Figure 1. Cell placement.
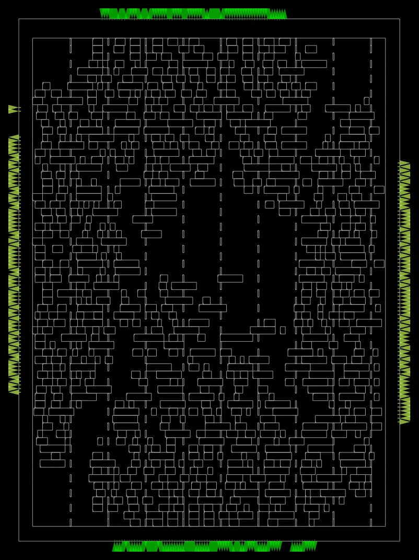
Figure 2. Where the registers sit.
Bar = 50 µm. Other sequential cells in the stronger gray, the rest of the logic in the fainter gray.
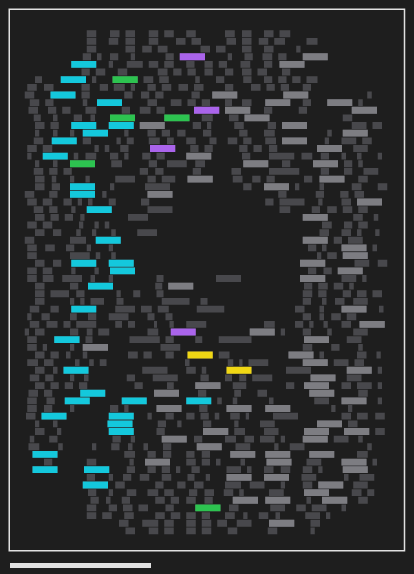
Figure 3. Signal metal coverage by tile.
28 x 38 tiles, from dark blue (low) to red (high), scaled to the fullest tile. Values are wire area over tile area, all layers added.
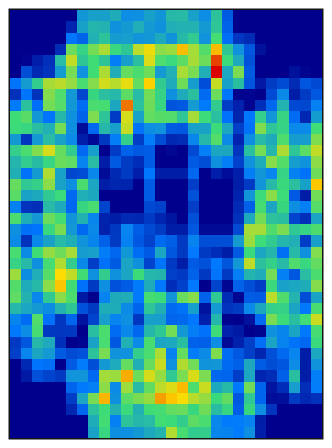
`src/rtl/alu_pkg.sv`:
```
// Shared definitions for the ALU arbiter: opcode encodings, widths,
// arbiter FSM state encoding and an opcode legality helper.
package alu_pkg;

  localparam int ALU_OP_W = 4;
  localparam int SHAMT_W  = 5;

  localparam logic [ALU_OP_W-1:0] ALU_OP_SUB     = 4'b0001;
  localparam logic [ALU_OP_W-1:0] ALU_OP_OR      = 4'b0010;
  localparam logic [ALU_OP_W-1:0] ALU_OP_ADD     = 4'b0011;
  localparam logic [ALU_OP_W-1:0] ALU_OP_LUI     = 4'b0100;
  localparam logic [ALU_OP_W-1:0] ALU_OP_SLL     = 4'b0101;
  localparam logic [ALU_OP_W-1:0] ALU_OP_SRL     = 4'b0110;
  localparam logic [ALU_OP_W-1:0] ALU_OP_AND     = 4'b0111;
  localparam logic [ALU_OP_W-1:0] ALU_OP_NOR     = 4'b1000;
  localparam logic [ALU_OP_W-1:0] ALU_OP_NOTHING = 4'b1001;

  typedef enum logic [1:0] {
    ST_IDLE  = 2'b00,
    ST_ISSUE = 2'b01,
    ST_RESP  = 2'b10
  } arb_state_e;

  // True for opcodes the ALU actually implements (SUB..NOTHING).
  function automatic logic op_is_legal(input logic [ALU_OP_W-1:0] op);
    return (op >= ALU_OP_SUB) && (op <= ALU_OP_NOTHING);
  endfunction

endpackage

```
`src/rtl/alu_arbiter_rr_arbiter.sv`:
```
// Combinational round-robin picker: returns the first valid requester at or
// after the pointer, wrapping to the lowest valid one below the pointer.
module rr_arbiter #(
  parameter int NUM_REQ = 2,
  parameter int ID_W    = 1
) (
  input  logic [NUM_REQ-1:0] i_valid,
  input  logic [ID_W-1:0]    i_ptr,
  output logic [NUM_REQ-1:0] o_grant,
  output logic [ID_W-1:0]    o_idx,
  output logic               o_any
);

  logic [NUM_REQ-1:0] w_hi_grant;
  logic [NUM_REQ-1:0] w_lo_grant;
  logic               w_hi_any;
  logic               w_lo_any;
  logic               w_hit_hi;
  logic               w_hit_lo;

  // Two priority scans: one restricted to indices >= pointer, one unrestricted.
  always_comb begin
    w_hi_grant = '0;
    w_lo_grant = '0;
    w_hi_any   = 1'b0;
    w_lo_any   = 1'b0;
    w_hit_hi   = 1'b0;
    w_hit_lo   = 1'b0;
    for (int k = 0; k < NUM_REQ; k++) begin
      w_hit_hi      = i_valid[k] && (k >= int'(i_ptr)) && !w_hi_any;
      w_hit_lo      = i_valid[k] && !w_lo_any;
      w_hi_grant[k] = w_hit_hi;
      w_lo_grant[k] = w_hit_lo;
      w_hi_any      = w_hi_any | w_hit_hi;
      w_lo_any      = w_lo_any | w_hit_lo;
    end
  end

  // Prefer the scan above the pointer; encode the one-hot grant as an index.
  always_comb begin
    o_grant = w_hi_any ? w_hi_grant : w_lo_grant;
    o_any   = w_lo_any;
    o_idx   = '0;
    for (int k = 0; k < NUM_REQ; k++) begin
      o_idx = o_idx | (ID_W'(k) & {ID_W{o_grant[k]}});
    end
  end

endmodule

```
`src/rtl/alu_arbiter.sv`:
```
// Shares one combinational ALU between NUM_REQ requesters. Round-robin grant
// in IDLE, one ISSUE cycle driving the ALU from registered operands, then the
// captured result is held in RESP until the consumer accepts it.
// Optional feature macro: ALU_ILLEGAL_OP_EN (adds rsp_err_o; opcodes outside
// SUB..NOTHING bypass the ALU and return data=0, zero=1, err=1).
module alu_arbiter
  import alu_pkg::*;
#(
  parameter int NUM_REQ = 2,
  parameter int DATA_W  = 32,
  parameter int ID_W    = (NUM_REQ > 1) ? $clog2(NUM_REQ) : 1
) (
  input  logic                        clk,
  input  logic                        reset,
  input  logic [NUM_REQ-1:0]          req_valid_i,
  output logic [NUM_REQ-1:0]          req_ready_o,
  input  logic [ALU_OP_W*NUM_REQ-1:0] req_op_i,
  input  logic [DATA_W*NUM_REQ-1:0]   req_a_i,
  input  logic [DATA_W*NUM_REQ-1:0]   req_b_i,
  input  logic [SHAMT_W*NUM_REQ-1:0]  req_shamt_i,
  output logic                        rsp_valid_o,
  input  logic                        rsp_ready_i,
  output logic [ID_W-1:0]             rsp_id_o,
  output logic [DATA_W-1:0]           rsp_data_o,
  output logic                        rsp_zero_o,
  output logic [ALU_OP_W-1:0]         alu_operation_o,
  output logic [DATA_W-1:0]           alu_a_o,
  output logic [DATA_W-1:0]           alu_b_o,
  output logic [SHAMT_W-1:0]          alu_shamt_o,
  input  logic [DATA_W-1:0]           alu_data_i,
  input  logic                        alu_zero_i
`ifdef ALU_ILLEGAL_OP_EN
  ,
  output logic                        rsp_err_o
`endif
);

  arb_state_e          r_state;
  arb_state_e          w_state_nxt;

  logic [NUM_REQ-1:0]  w_grant;
  logic [ID_W-1:0]     w_idx;
  logic                w_any;
  logic                w_take;

  logic [ID_W-1:0]     r_ptr;
  logic [ID_W-1:0]     w_ptr_nxt;
  logic [ID_W-1:0]     r_id;

  logic [ALU_OP_W-1:0] w_sel_op;
  logic [DATA_W-1:0]   w_sel_a;
  logic [DATA_W-1:0]   w_sel_b;
  logic [SHAMT_W-1:0]  w_sel_shamt;

  logic [ALU_OP_W-1:0] r_alu_op;
  logic [DATA_W-1:0]   r_alu_a;
  logic [DATA_W-1:0]   r_alu_b;
  logic [SHAMT_W-1:0]  r_alu_shamt;

  logic                r_rsp_valid;
  logic [ID_W-1:0]     r_rsp_id;
  logic [DATA_W-1:0]   r_rsp_data;
  logic                r_rsp_zero;

`ifdef ALU_ILLEGAL_OP_EN
  logic                r_illegal;
  logic                r_rsp_err;
`endif

  rr_arbiter #(
    .NUM_REQ (NUM_REQ),
    .ID_W    (ID_W)
  ) u_rr (
    .i_valid (req_valid_i),
    .i_ptr   (r_ptr),
    .o_grant (w_grant),
    .o_idx   (w_idx),
    .o_any   (w_any)
  );

  assign w_take = (r_state == ST_IDLE) && w_any;

  // One-hot AND-OR mux of the granted requester's fields.
  always_comb begin
    w_sel_op    = '0;
    w_sel_a     = '0;
    w_sel_b     = '0;
    w_sel_shamt = '0;
    for (int k = 0; k < NUM_REQ; k++) begin
      w_sel_op    = w_sel_op    | (req_op_i[k*ALU_OP_W +: ALU_OP_W]  & {ALU_OP_W{w_grant[k]}});
      w_sel_a     = w_sel_a     | (req_a_i[k*DATA_W +: DATA_W]       & {DATA_W{w_grant[k]}});
      w_sel_b     = w_sel_b     | (req_b_i[k*DATA_W +: DATA_W]       & {DATA_W{w_grant[k]}});
      w_sel_shamt = w_sel_shamt | (req_shamt_i[k*SHAMT_W +: SHAMT_W] & {SHAMT_W{w_grant[k]}});
    end
  end

  // Pointer advances to the requester after the one just granted, with wrap.
  always_comb begin
    if (w_idx == ID_W'(NUM_REQ - 1)) begin
      w_ptr_nxt = '0;
    end else begin
      w_ptr_nxt = w_idx + ID_W'(1);
    end
  end

  // FSM state register.
  always_ff @(posedge clk or negedge reset) begin
    if (!reset) begin
      r_state <= ST_IDLE;
    end else begin
      r_state <= w_state_nxt;
    end
  end

  // FSM next state and the request-side ready (only while IDLE grants).
  always_comb begin
    w_state_nxt = r_state;
    req_ready_o = '0;
    case (r_state)
      ST_IDLE: begin
        if (w_any) begin
          w_state_nxt = ST_ISSUE;
          req_ready_o = w_grant;
        end else begin
          w_state_nxt = ST_IDLE;
        end
      end
      ST_ISSUE: begin
        w_state_nxt = ST_RESP;
      end
      ST_RESP: begin
        if (rsp_ready_i) begin
          w_state_nxt = ST_IDLE;
        end else begin
          w_state_nxt = ST_RESP;
        end
      end
      default: begin
        w_state_nxt = ST_IDLE;
      end
    endcase
  end

  // Latch pointer, owner id and ALU operands on a grant; hold otherwise.
  always_ff @(posedge clk or negedge reset) begin
    if (!reset) begin
      r_ptr       <= '0;
      r_id        <= '0;
      r_alu_op    <= '0;
      r_alu_a     <= '0;
      r_alu_b     <= '0;
      r_alu_shamt <= '0;
`ifdef ALU_ILLEGAL_OP_EN
      r_illegal   <= 1'b0;
`endif
    end else if (w_take) begin
      r_ptr <= w_ptr_nxt;
      r_id  <= w_idx;
`ifdef ALU_ILLEGAL_OP_EN
      // Illegal opcodes never reach the ALU, so its ports keep the last legal op.
      r_illegal <= ~op_is_legal(w_sel_op);
      if (op_is_legal(w_sel_op)) begin
        r_alu_op    <= w_sel_op;
        r_alu_a     <= w_sel_a;
        r_alu_b     <= w_sel_b;
        r_alu_shamt <= w_sel_shamt;
      end
`else
      r_alu_op    <= w_sel_op;
      r_alu_a     <= w_sel_a;
      r_alu_b     <= w_sel_b;
      r_alu_shamt <= w_sel_shamt;
`endif
    end
  end

  // Capture the ALU result at the end of ISSUE and hold it through RESP.
  always_ff @(posedge clk or negedge reset) begin
    if (!reset) begin
      r_rsp_valid <= 1'b0;
      r_rsp_id    <= '0;
      r_rsp_data  <= '0;
      r_rsp_zero  <= 1'b0;
`ifdef ALU_ILLEGAL_OP_EN
      r_rsp_err   <= 1'b0;
`endif
    end else if (r_state == ST_ISSUE) begin
      r_rsp_valid <= 1'b1;
      r_rsp_id    <= r_id;
`ifdef ALU_ILLEGAL_OP_EN
      if (r_illegal) begin
        r_rsp_data <= '0;
        r_rsp_zero <= 1'b1;
        r_rsp_err  <= 1'b1;
      end else begin
        r_rsp_data <= alu_data_i;
        r_rsp_zero <= alu_zero_i;
        r_rsp_err  <= 1'b0;
      end
`else
      r_rsp_data  <= alu_data_i;
      r_rsp_zero  <= alu_zero_i;
`endif
    end else if ((r_state == ST_RESP) && rsp_ready_i) begin
      r_rsp_valid <= 1'b0;
    end
  end

  assign rsp_valid_o     = r_rsp_valid;
  assign rsp_id_o        = r_rsp_id;
  assign rsp_data_o      = r_rsp_data;
  assign rsp_zero_o      = r_rsp_zero;
  assign alu_operation_o = r_alu_op;
  assign alu_a_o         = r_alu_a;
  assign alu_b_o         = r_alu_b;
  assign alu_shamt_o     = r_alu_shamt;
`ifdef ALU_ILLEGAL_OP_EN
  assign rsp_err_o       = r_rsp_err;
`endif

endmodule

```
`config.mk`:
```
export PLATFORM = sky130hd
export DESIGN_NAME = alu_arbiter
export DESIGN_NICKNAME = d
export VERILOG_FILES = /design/src/rtl/alu_pkg.sv /design/src/rtl/alu_arbiter_rr_arbiter.sv /design/src/rtl/alu_arbiter.sv
export SDC_FILE = /design/constraint.sdc
export NUM_CORES = 1
export LEC_CHECK = 0
export CAP_MARGIN = 20
export CELL_PAD_IN_SITES_DETAIL_PLACEMENT = 2
export CELL_PAD_IN_SITES_GLOBAL_PLACEMENT = 2
export CORE_ASPECT_RATIO = 1.4
export CORE_MARGIN = 5
export CORE_UTILIZATION = 23
export DETAILED_ROUTE_END_ITERATION = 16
export HOLD_SLACK_MARGIN = 0.05
export PLACE_DENSITY = 0.77
export SETUP_SLACK_MARGIN = 0.3
export SLEW_MARGIN = 5
export SYNTH_ARGS = -nofsm -noshare
export SYNTH_HDL_FRONTEND = slang
export SYNTH_SLANG_ARGS = --single-unit
export TNS_END_PERCENT = 1
```
`constraint.sdc`:
```
create_clock -name clk -period 1.4 [get_ports clk]
set_input_delay 0.14 -clock clk [delete_from_list [all_inputs] [get_ports clk]]
set_output_delay 0.14 -clock clk [all_outputs]
set_load 0.02 [all_outputs]
```
==> results.txt <==
The flow completed. The OpenROAD report gives the critical path a required time of roughly 1.3 ns. Sequential element share of the synthesized area landed at 0.515. The post-CTS hold buffer count recorded in the log is 1. Number of primary I/O pins landed at a little under 300.

The flow ran to the end, but the final reports show violations. Looking at the area split, the leading class of cells is buffers. Per the final layout report, the fraction of cells sized above drive strength 1 comes to 0.410. First-pass GRT wire length landed at 35.6 mm. Post-synth net total landed at between 600 and 700. Between clock sinks in the finished design, the worst skew comes to roughly 0.013 ns. Parity-gate share of the synthesized area counting xor and xnor cells landed at 0.

The final layout contains a sequential cell count of about 110. The HPWL after detailed placement is approximately 18 mm. Relative area change from synthesis to final layout landed at 64.9%. The layout stage reports a final design area of roughly 9000 µm². In the post-synthesis netlist, the cell with the most instances is sky130_fd_sc_hd__dfrtp_1. In this run, the synthesized area fraction spent on adder and majority cells is recorded as 0. Setup repair after global routing could not meet its margin everywhere. Per the post-CTS timing run, clock transition at the registers of the reported paths is roughly 0.08 ns. Amount of wire on met2 after detailed routing landed at between 10 and 15 mm. Chip height landed at roughly 190 µm. Across all setup checks in the final design, the least slack found is -0.0880 ns. Across the placement rows, the number of tap cells is roughly 300. For this run, the final setup violation count is recorded as ~65. Per the timing report, the most critical flop-to-flop path originates at r_ptr.

The final reports fail on setup timing. In this run the remaining antenna-violating nets after routing total 0.
-- Figure 1 (at the start) --
placeable core area: 23300 µm²
cell row count: 66
sequential cell area share: 0.312
FILL cells: 2418

-- Figure 2 (at the start) --
Yellow is r_state, sequential cells 2. Cyan is alu_b_o, sequential cells 32, where a column on the left. Purple is alu_operation_o, sequential cells 4. Green is alu_shamt_o, sequential cells 5.
total area of sequential cells: 2800 µm²
Finished Core Util: 0.386
total sequential power: 6060 µW

-- Figure 3 (at the start) --
15% of the tiles are nearly empty. 19% of the tiles are over half the peak. The fullest tile reaches 0.46. The mean over all tiles is 0.14. The emptiest ninth of the die: center.
wire per inst: 22.6 µm
wire length reported by the detailed router: 23.4 mm
routed via count: 5023

Power figures rest on the tool's default switching activity, not on a simulated workload.
